$ cat src/rtl/page_table_walker_pkg.sv
// page_table_walker_pkg: Sv32 walker widths, PTE flag positions, FSM states and PTE address helper
package page_table_walker_pkg;
    localparam int VPN_W = 20;
    localparam int PPN_W = 22;
    localparam int PA_W  = 34;
    localparam int PTE_V = 0;
    localparam int PTE_R = 1;
    localparam int PTE_W = 2;
    localparam int PTE_X = 3;
    localparam int PTE_U = 4;
    localparam int PTE_G = 5;
    localparam int PTE_A = 6;
    localparam int PTE_D = 7;

    typedef enum logic [2:0] {IDLE, L1_REQ, L1_WAIT, L0_REQ, L0_WAIT, RESPOND} state_t;

    // {ppn,12'b0} already spans the full 34 bits, so adding a 12-bit offset cannot overflow
    function automatic logic [PA_W-1:0] pte_addr(input logic [PPN_W-1:0] ppn, input logic [9:0] idx);
        return {ppn, 12'b0} + {22'b0, idx, 2'b00};
    endfunction
endpackage

$ cat src/rtl/page_table_walker_pte_decode.sv
// pte_decode: combinational classification of a returned PTE into leaf / fault
//   flags_i  : PTE[3:0] = {X,W,R,V}
//   ppn0_i   : PTE[19:10], must be zero for a level-1 leaf (superpage alignment)
//   err_i    : bus error on the read
//   is_l1_i  : PTE came from the level-1 table
//   leaf_o   : R or X set
//   fault_o  : walk ends in a page fault
module pte_decode
    import page_table_walker_pkg::*;
(
    input  logic [3:0] flags_i,
    input  logic [9:0] ppn0_i,
    input  logic       err_i,
    input  logic       is_l1_i,
    output logic       leaf_o,
    output logic       fault_o
);
    logic bad;
    assign leaf_o  = flags_i[PTE_R] | flags_i[PTE_X];
    assign bad     = err_i | ~flags_i[PTE_V] | (~flags_i[PTE_R] & flags_i[PTE_W]);
    // level 1: misaligned superpage; level 0: there is no further level to descend to
    assign fault_o = bad | (is_l1_i ? leaf_o & (|ppn0_i) : ~leaf_o);
endmodule

$ cat src/rtl/page_table_walker.sv
// page_table_walker: two-level Sv32 hardware page table walker
//   ptw_req_*  : walk request from the TLB (VPN, root PPN sampled at accept)
//   ptw_resp_* : walk result (PPN, leaf flags, superpage, fault) held until accepted
//   mem_req_*  : PTE read address channel
//   mem_resp_* : PTE read data channel (with bus error)
//   walk_count_o : completed walks, wraps at 16 bits
module page_table_walker
    import page_table_walker_pkg::*;
(
    input  logic             clk,
    input  logic             rst,
    input  logic             ptw_req_valid_i,
    output logic             ptw_req_ready_o,
    input  logic [VPN_W-1:0] ptw_req_vpn_i,
    input  logic [PPN_W-1:0] satp_ppn_i,
    output logic             ptw_resp_valid_o,
    input  logic             ptw_resp_ready_i,
    output logic [PPN_W-1:0] ptw_resp_ppn_o,
    output logic [7:0]       ptw_resp_flags_o,
    output logic             ptw_resp_super_o,
    output logic             ptw_resp_fault_o,
    output logic             mem_req_valid_o,
    input  logic             mem_req_ready_i,
    output logic [PA_W-1:0]  mem_req_addr_o,
    input  logic             mem_resp_valid_i,
    input  logic [31:0]      mem_resp_data_i,
    input  logic             mem_resp_err_i,
    output logic [15:0]      walk_count_o
);
    state_t           state_q;
    logic [9:0]       vpn0_q;
    logic [PA_W-1:0]  addr_q;
    logic [PPN_W-1:0] ppn_q;
    logic [7:0]       flags_q;
    logic             super_q;
    logic             fault_q;
    logic [15:0]      count_q;
    logic             leaf;
    logic             fault;
    logic             rsw_unused;

    // RSW bits are reserved for software and play no part in translation
    assign rsw_unused = ^mem_resp_data_i[9:8];

    pte_decode u_dec (
        .flags_i (mem_resp_data_i[3:0]),
        .ppn0_i  (mem_resp_data_i[19:10]),
        .err_i   (mem_resp_err_i),
        .is_l1_i (state_q == L1_WAIT),
        .leaf_o  (leaf),
        .fault_o (fault)
    );

    assign ptw_req_ready_o  = state_q == IDLE;
    assign mem_req_valid_o  = state_q == L1_REQ || state_q == L0_REQ;
    assign ptw_resp_valid_o = state_q == RESPOND;
    assign mem_req_addr_o   = addr_q;
    assign ptw_resp_ppn_o   = ppn_q;
    assign ptw_resp_flags_o = flags_q;
    assign ptw_resp_super_o = super_q;
    assign ptw_resp_fault_o = fault_q;
    assign walk_count_o     = count_q;

    always_ff @(posedge clk) begin
        if (rst) begin
            state_q <= IDLE;
            vpn0_q  <= '0;
            addr_q  <= '0;
            ppn_q   <= '0;
            flags_q <= '0;
            super_q <= 1'b0;
            fault_q <= 1'b0;
            count_q <= '0;
        end else begin
            case (state_q)
                IDLE: if (ptw_req_valid_i) begin
                    vpn0_q  <= ptw_req_vpn_i[9:0];
                    addr_q  <= pte_addr(satp_ppn_i, ptw_req_vpn_i[19:10]);
                    state_q <= L1_REQ;
                end
                L1_REQ: if (mem_req_ready_i) state_q <= L1_WAIT;
                L0_REQ: if (mem_req_ready_i) state_q <= L0_WAIT;
                L1_WAIT, L0_WAIT: if (mem_resp_valid_i) begin
                    // at level 0 the decoder reports every non-leaf as a fault, so the descend branch is level-1 only
                    if (fault || leaf) begin
                        fault_q <= fault;
                        flags_q <= mem_resp_data_i[7:0];
                        super_q <= state_q == L1_WAIT && !fault;
                        ppn_q   <= state_q == L1_WAIT ? {mem_resp_data_i[31:20], vpn0_q} : mem_resp_data_i[31:10];
                        state_q <= RESPOND;
                    end else begin
                        addr_q  <= pte_addr(mem_resp_data_i[31:10], vpn0_q);
                        state_q <= L0_REQ;
                    end
                end
                RESPOND: if (ptw_resp_ready_i) begin
                    count_q <= count_q + 16'd1;
                    state_q <= IDLE;
                end
                default: state_q <= IDLE;
            endcase
        end
    end
endmodule

$ cat config.mk
export PLATFORM = sky130hd
export DESIGN_NAME = page_table_walker
export DESIGN_NICKNAME = d
export VERILOG_FILES = /design/src/rtl/page_table_walker_pkg.sv /design/src/rtl/page_table_walker_pte_decode.sv /design/src/rtl/page_table_walker.sv
export SDC_FILE = /design/constraint.sdc
export NUM_CORES = 1
export LEC_CHECK = 0
export ABC_AREA = 0
export CAP_MARGIN = 20
export CORE_ASPECT_RATIO = 0.5
export CORE_MARGIN = 1.5
export CORE_UTILIZATION = 47
export DETAILED_ROUTE_END_ITERATION = 6
export PLACE_DENSITY = 0.95
export SYNTH_ARGS = -nofsm -noshare
export SYNTH_HDL_FRONTEND = slang
export SYNTH_HIERARCHICAL = 1
export SYNTH_SLANG_ARGS = --single-unit
$ cat constraint.sdc
create_clock -name clk -period 7.96 [get_ports clk]
set_input_delay 1.194 -clock clk [delete_from_list [all_inputs] [get_ports clk]]
set_output_delay 1.194 -clock clk [all_outputs]
set_load 0.02 [all_outputs]
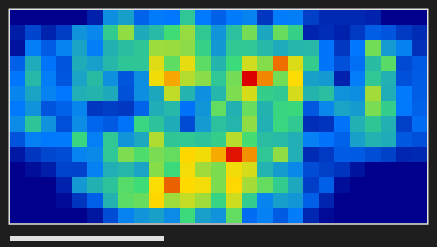
run_1/route_heat.png
The bar under the picture is 50 um long. The die is cut into 27 by 14 equal tiles; dark blue is low, red is high, scaled to the fullest tile. Values are wire area over tile area, all layers added.
The emptiest ninth of the die: south-east. The fullest tile reaches 0.72. 19% of the tiles are over half the peak. The densest ninth of the die: south. The mean over all tiles is 0.23. 11% of the tiles are nearly empty.
WL per Instance: 18.1 um
GRT Total Usage: 28.7%
WL final: 13200 um
total vias in the final route: 4137

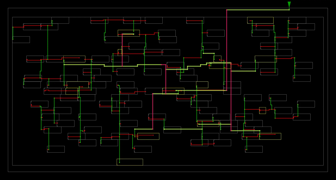
run_1/clock_nets.png
clock skew: 0.00527 ns
CTS Buf Count: 9
Clock group: 475 uW
clock sink count: 93
Skew-Pair Late Insertion Delay: 0.35 ns

==> Changelog: implementation, run 1 <==
## Implementation

* Status: finished clean
* DRT Pass-1 Iters at 5
* Yosys cell count at about 470
* Top area cell types: dfxtp_1 45%, mux2i_1 10%, a21oi_1 8.8%
* CP Capture Type: register
* Dominant flop cell: dfxtp_1
* Asr flop ratio synth at 0%
* Top cell category: logic gates
* Die width at about 140 um
* Core Rows at 23
* Max-slew violations at 0
* First-pass GRT wire length at between 20000 and 25000 um
* Comb pwr share at ~21%
* Internal Pwr Total at approximately 910 uW
* Vias in the first global route at between 3000 and 4000
* Vias per cell at roughly 5.7
* Share of layout cells above drive strength 1 at 5.02%
* Hold Path Cell Cnt at 2
* Tool warnings at 28
* Leading power group: registers
* Comb. cell area at approximately 0.0021 sq mm
* Syn avg cell area at 8.68 sq um
* MI comb cells at ~340
* Commonest cells post-synth: 93 x dfxtp_1, 72 x a21oi_1, 71 x nand2_1
* Iter 0 DRT Violations at roughly 330
* Synthesized area at between 0.004 and 0.005 sq mm
* CORE AREA at about 0.0082 sq mm
* CP arrival at 4.39 ns
* RSZ-0062 raised after global routing: false
* P&R area growth vs syn at 47.6%
* Post-synth cell types at about 45
* CP Launch Type: input port
* Yosys top cell by instances: dfxtp_1
* Metal-1 WL at 5570 um
* Hold Vio Cnt, Final at 0
* Most used routing layer: met2
* Max layer used: met4
* R2r startpoint: state_q[2]
* Met2 WL at 6120 um
* EDFF count, synth at 0
* NonClk Buf Share at between 20% and 30%
* GRT met1 Usage at a little over a third
* Floorplan core density at between 40% and 50%
* Final Power at 1260 uW
* Logic power comb at between 200 and 300 uW
* Max Cap Viol at 0
* Setup crit end: mem_req_addr_o[17]
* Setup TNS at 0 ns
* Fillers at between 500 and 600
* Die Ht at a little under 70 um
* Cells after synthesis at 473
* Tightest Pin Transition at around 1.1 ns
* Flop pwr share at 41.5%
* Combinational share of cell area at between 30% and 40%
* Initial antenna violation count at 0
* N_taps at roughly 110
* Max Freq at approximately 0.24 GHz
* Seq area share at a little under a third
* I/O pin cnt at 166
* Post-DP HPWL at ~9000 um
* Worst Hold End: ptw_resp_ppn_o[15]
* PD cells at 207 mW/mm^2
* Non-clock inverters at 4
* Worst min path class: reg -> reg
* Worst Setup SP: mem_resp_data_i[11]
* Sw Share at a little over a quarter
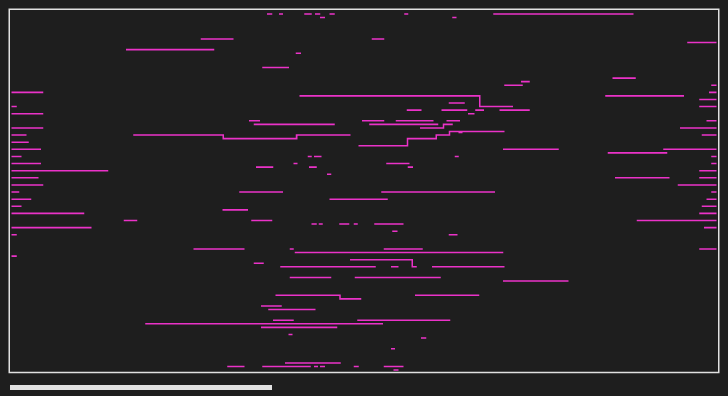
run_1/m3.png
The bar under the picture is 50 um long.
The longest straight run is 45.1 um. The layer carries 839 um of wire. The wires run mostly horizontal. The layer holds 6.4% of the routed length. 95 nets have wire on it.
met3 Use GR: 8.39%

-- run 1: state kept, by name, summed over array words and instances (netlist names) --
register          cells
ptw_resp_ppn_o       22
state_q               3
vpn0_q               10
ptw_resp_fault_o      1
ptw_resp_super_o      1
ptw_resp_flags_o      8
mem_req_addr_o       32
walk_count_o         16
-- run 1: logic make-up (layout without fill, tap and decap cells) --
group | Yosys count | in the layout | synth area share [%]
flip-flops | 93 | 93 | 45.3
adder cells (fa/ha/maj) | 1 | 1 | 0.305
other | 1 | 2 | 0.0913
multiplexers | 43 | 43 | 10.5
AND-OR/OR-AND | 129 | 129 | 18.9
AND/OR/NAND/NOR | 152 | 152 | 18.1
buffers and inverters | 43 | 186 | 4.54
XOR/XNOR | 11 | 11 | 2.35
-- run 1: per-stage QoR --
step | instances | hold WS, ns | utilization, % | setup WS (ns) | cell area (sq um)
3_3_place_gp | 712 | 0.442 | 69.5 | 3.57 | 5720
3_5_place_dp | 713 | 0.446 | 69.6 | 3.52 | 5730
4_1_cts | 729 | 0.454 | 73.7 | 3.81 | 6060
6_report | 729 | 0.453 | 73.7 | 3.76 | 6060
5_1_grt | 729 | 0.474 | 73.7 | 3.49 | 6060
2_1_floorplan | 474 | 0.448 | - | 4.61 | 4110
-- run 1: cell usage in the layout (no fill, tap or decap), types with 6 or more instances in the layout --
master           count
nor2_1              30
o31ai_1             34
a21oi_1             72
o21ai_0              6
dfxtp_1             93
mux2i_1             43
nand2_1             71
clkbuf_16            9
nor3_1               7
a211oi_1            10
clkdlybuf4s50_1    160
xnor2_1              9
-- run 1: critical path, cell delays in order --
cell and delay, ns:
clkdlybuf4s50_1 0.50, or4_4 0.57, nor4_2 0.27, o21ai_1 0.21, nor4bb_1 0.31, o21a_1 0.18
buf_4 0.35, or2_2 0.60, a21oi_1 0.18
==> inputs of run 2 (changes only) <==
Settings changed: CORE_UTILIZATION 47 to 39, PLACE_DENSITY 0.95 to 0.86.
Clock period 7.96 ns to 3.86 ns, I/O delays scaled along.
==> run 2 against run 1 <==
Net effect: clock skew increased by 0.0043 ns; combinational power is 100% higher; total power grew 95%; global-route usage shrank 6.9 points; core utilization down 14 points; non-clock buffer count rose by 1; critical endpoint is now mem_req_addr_o[5]; largest cell class unchanged; largest power group unchanged.
==> Changelog: implementation, run 2 <==
## Implementation

* Comb area leader: AND-OR/OR-AND gates
* Max layer used: met4
* Die width at 148 um (+9.6%)
* Floorplan core density at 40.2% (-9.7 points)
* Die Ht at 75.6 um (+9.4%)
* Cells after synthesis at 473 (unchanged)
* Synthesized area at 0.00411 sq mm (unchanged)
* CP Launch Type: input port
* Worst min path class: reg -> reg
* Clock skew at 0.00955 ns (+0.00428 ns)
* Vias in the first global route at 3741 (-6.2%)
* Crit-path max FO at 32
* Total vias in the final route at 4038 (-2.4%)
* Hold Path Origin: ptw_resp_ppn_o[21]
* Worst Setup SP: mem_resp_data_i[10]
* R2R cell count at 11
* Setup crit end: mem_req_addr_o[5]
* Post-CTS Hold Fix Bufs at 0
* Final worst slack at 0.678 ns (-3.08 ns)
* Worst IR Drop VDD at ~0.23 mV
* CP arrival at 3.36 ns (-1.03 ns)
* GRT met1 Usage at 26.2% (-9.9 points)
* Fa+ha+maj area frac at 0.305% (unchanged)
* Initial antenna violation count at 0 (unchanged)
* Power in sequential cells at roughly 1100 uW
* Number of H-tree levels at 3
* GRT Total Usage at 21.8% (-6.9 points)
* Setup bufs post-CTS at 0
* Tightest Pin Transition at 1.05 ns (-0.0313 ns)
* Logic power comb at 530 uW (+100%)
* Hold Vio Cnt, Final at 0 (unchanged)
* Internal Pwr Total at 1750 uW (+92%)
* Hold Path Cell Cnt at 2 (unchanged)
* Hold Slack at 0.457 ns (+0.00358 ns)
* P&R area growth vs syn at 47.5% (about the same)
* Met2 WL at 6310 um (+3.1%)
* Chip area at approximately 0.011 sq mm
* Clock group at 853 uW (+80%)
* WL final at 12700 um (-4.0%)
* WS Path Type: in -> reg
* First-pass GRT wire length at 19000 um (-9.6%)
* WL per Instance at 16.7 um (-7.7%)
* Met2 Use GR at between 30% and 40%
* Final period utilization at between 80% and 90%
* Fillers at 900 (+54%)
* Leading power group: registers
* Number of flip-flops in the largest register at 32 (unchanged)
* Comb pwr share at 21.6% (+0.9 points)
* Worst R2R Setup Slack at 0.69 ns
* Port Buf Inserts at about 160
* Clock transition at the registers of the reported paths at roughly 0.070 ns
* Commonest Layout Cell: clkdlybuf4s50_1
* Vias per cell at 5.33 (-6.1%)
* Minimum clock period at 3.18 ns
* Root buffer cell: clkbuf_16
* Xor+xnor area frac at 2.35% (unchanged)
* Max Cap Viol at 0 (unchanged)
* Crit path DRT at between 4 and 5 ns
* RSZ-0062 raised after global routing: false
* Metal-1 WL at 5300 um (-4.9%)
* Yosys cell count at 473 (unchanged)
* Sw Share at 28.6% (+1.3 points)
* Synthesized registers at a little over 90
* PD cells at 405 mW/mm^2 (+95%)
* Setup TNS at 0 ns (unchanged)
* Yosys top cell by instances: dfxtp_1
* Share of total power in the clock network at between 30% and 40%
* Post-cts sizing count at 0
* Final Net Count at just under 700
* Met3 Use GR at 5.33% (-3.1 points)
* Synth Seq Share at about 45%
* Synth area leader: dfxtp_1
* Routed wl met3 at ~620 um
* Share of layout cells above drive strength 1 at 5.18% (+0.15 points)
* Yosys chip area at about 0.004 sq mm
* Placement Setup Slack at 0.404 ns (-3.11 ns)
* EDFF count, synth at 0 (unchanged)
* DRT Pass-1 Iters at 4 (-1)
* Final Wtd Congestion at approximately 0.90
* DR DRC count at 0
* Setup violators final at 0
* Synth Area in Compound Gates at 18.9% (unchanged)
* Syn avg cell area at 8.68 sq um (unchanged)
* Max-slew violations at 0 (unchanged)
* Core Rows at 26 (+13%)
* Reg2reg end: ptw_resp_flags_o[1]
* CTS Buf Count at 9 (unchanged)
* Placed Cells at 742 (+4.1%)
* CORE AREA at 0.0102 sq mm (+24%)
* CP Capture Type: register
* Remaining global-route overflow at 0
* Post-synth cell types at 45 (unchanged)
* Non-filler cells, final at 758 (+4.0%)
* CTS max path bufs at 2
* Top-area cell type share of the netlist area at 45.3%
* Tool warnings at 28 (unchanged)
* Iter 0 DRT Violations at 244 (-26%)
* MUX share of area at 10.5% (unchanged)
* Status: finished clean
* Switching power at about 700 uW
* Top area cell types: dfxtp_1 45%, mux2i_1 10%, a21oi_1 8.8%
* Dominant flop cell: dfxtp_1
* Synth warnings at 6
* Commonest cells post-synth: 93 x dfxtp_1, 72 x a21oi_1, 71 x nand2_1
* Top Layout Cells: 160 x clkdlybuf4s50_1, 93 x dfxtp_1, 72 x a21oi_1, 71 x nand2_1, 43 x mux2i_1
* Flop pwr share at 43.6% (+2.1 points)
* I/O pin cnt at 166 (unchanged)
* CTS tree: done
* Leak at between 0.002 and 0.0025 uW
* Post-DP HPWL at 9010 um (+1.5%)
* Routed Antenna Nets at 0
* Antenna diodes at 0
* Largest net degree at the start of global routing at 35
* Slew Limit Headroom at a little under a third
* Yosys simple share at 18.1% (unchanged)
* R2r startpoint: state_q[2]
* Clock sink count at 93 (unchanged)
* Layout Utilization at 59.3% (-14 points)
* Asr flop ratio synth at 0% (unchanged)
* Max Freq at 0.314 GHz
* Most used routing layer: met2
==> run 2: through the flow <==
| step | area [sq um] | total power (uW) |
|---|---|---|
| finish | 6060 | 2450 |
| CTS | 6060 | 2460 |
| detailed placement | 5770 | 1620 |
| global placement | 5770 | 1600 |
| global route | 6060 | 2550 |
| floorplan | 4110 | 1360 |
==> run 2: critical path: stages <==
cell             delay [ns]
clkdlybuf4s50_1        0.51
or4_4                  0.55
nor4_2                 0.31
o21ai_1                0.20
nor4bb_1               0.32
o21a_1                 0.18
or2_2                  0.54
a21oi_1                0.15
==> run 2: area by class of cell <==
| type | count | area, sq um | area share (%) |
|---|---|---|---|
| clock inverters | 5 | 35.0 | 0.578 |
| multi-input cells | 338 | 2070 | 34.1 |
| flip-flops and latches | 93 | 1860 | 30.7 |
| inverters | 4 | 15.0 | 0.248 |
| repair buffers | 167 | 1650 | 27.3 |
| clock buffers | 11 | 253 | 4.17 |
| well taps | 140 | 175 | 2.89 |
==> run 2: worst min path at each step <==
stage | to | slack, ns
6_report | ptw_resp_ppn_o[21] | 0.46
3_3_place_gp | ptw_resp_flags_o[1] | 0.44
4_1_cts | ptw_resp_ppn_o[21] | 0.46
2_1_floorplan | vpn0_q[0] | 0.45
5_1_grt | ptw_resp_ppn_o[15] | 0.47
3_5_place_dp | ptw_resp_flags_o[1] | 0.45
==> run 2: kinds of logic after synthesis <==
| family | after synthesis |
|---|---|
| AOI/OAI and AO/OA | 129 |
| and+or+nand+nor | 152 |
| muxes | 43 |
| buffers and inverters | 43 |
| xor gates and xnor gates | 11 |
| other | 1 |
| DFF | 93 |
| adders and majority gates | 1 |
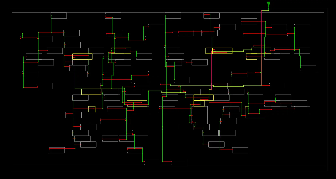
run_2/clock_nets.png
Flops: 93
Skew-Pair Late Insertion Delay: 0.34 ns

Power is estimated from default activity; no workload was simulated.
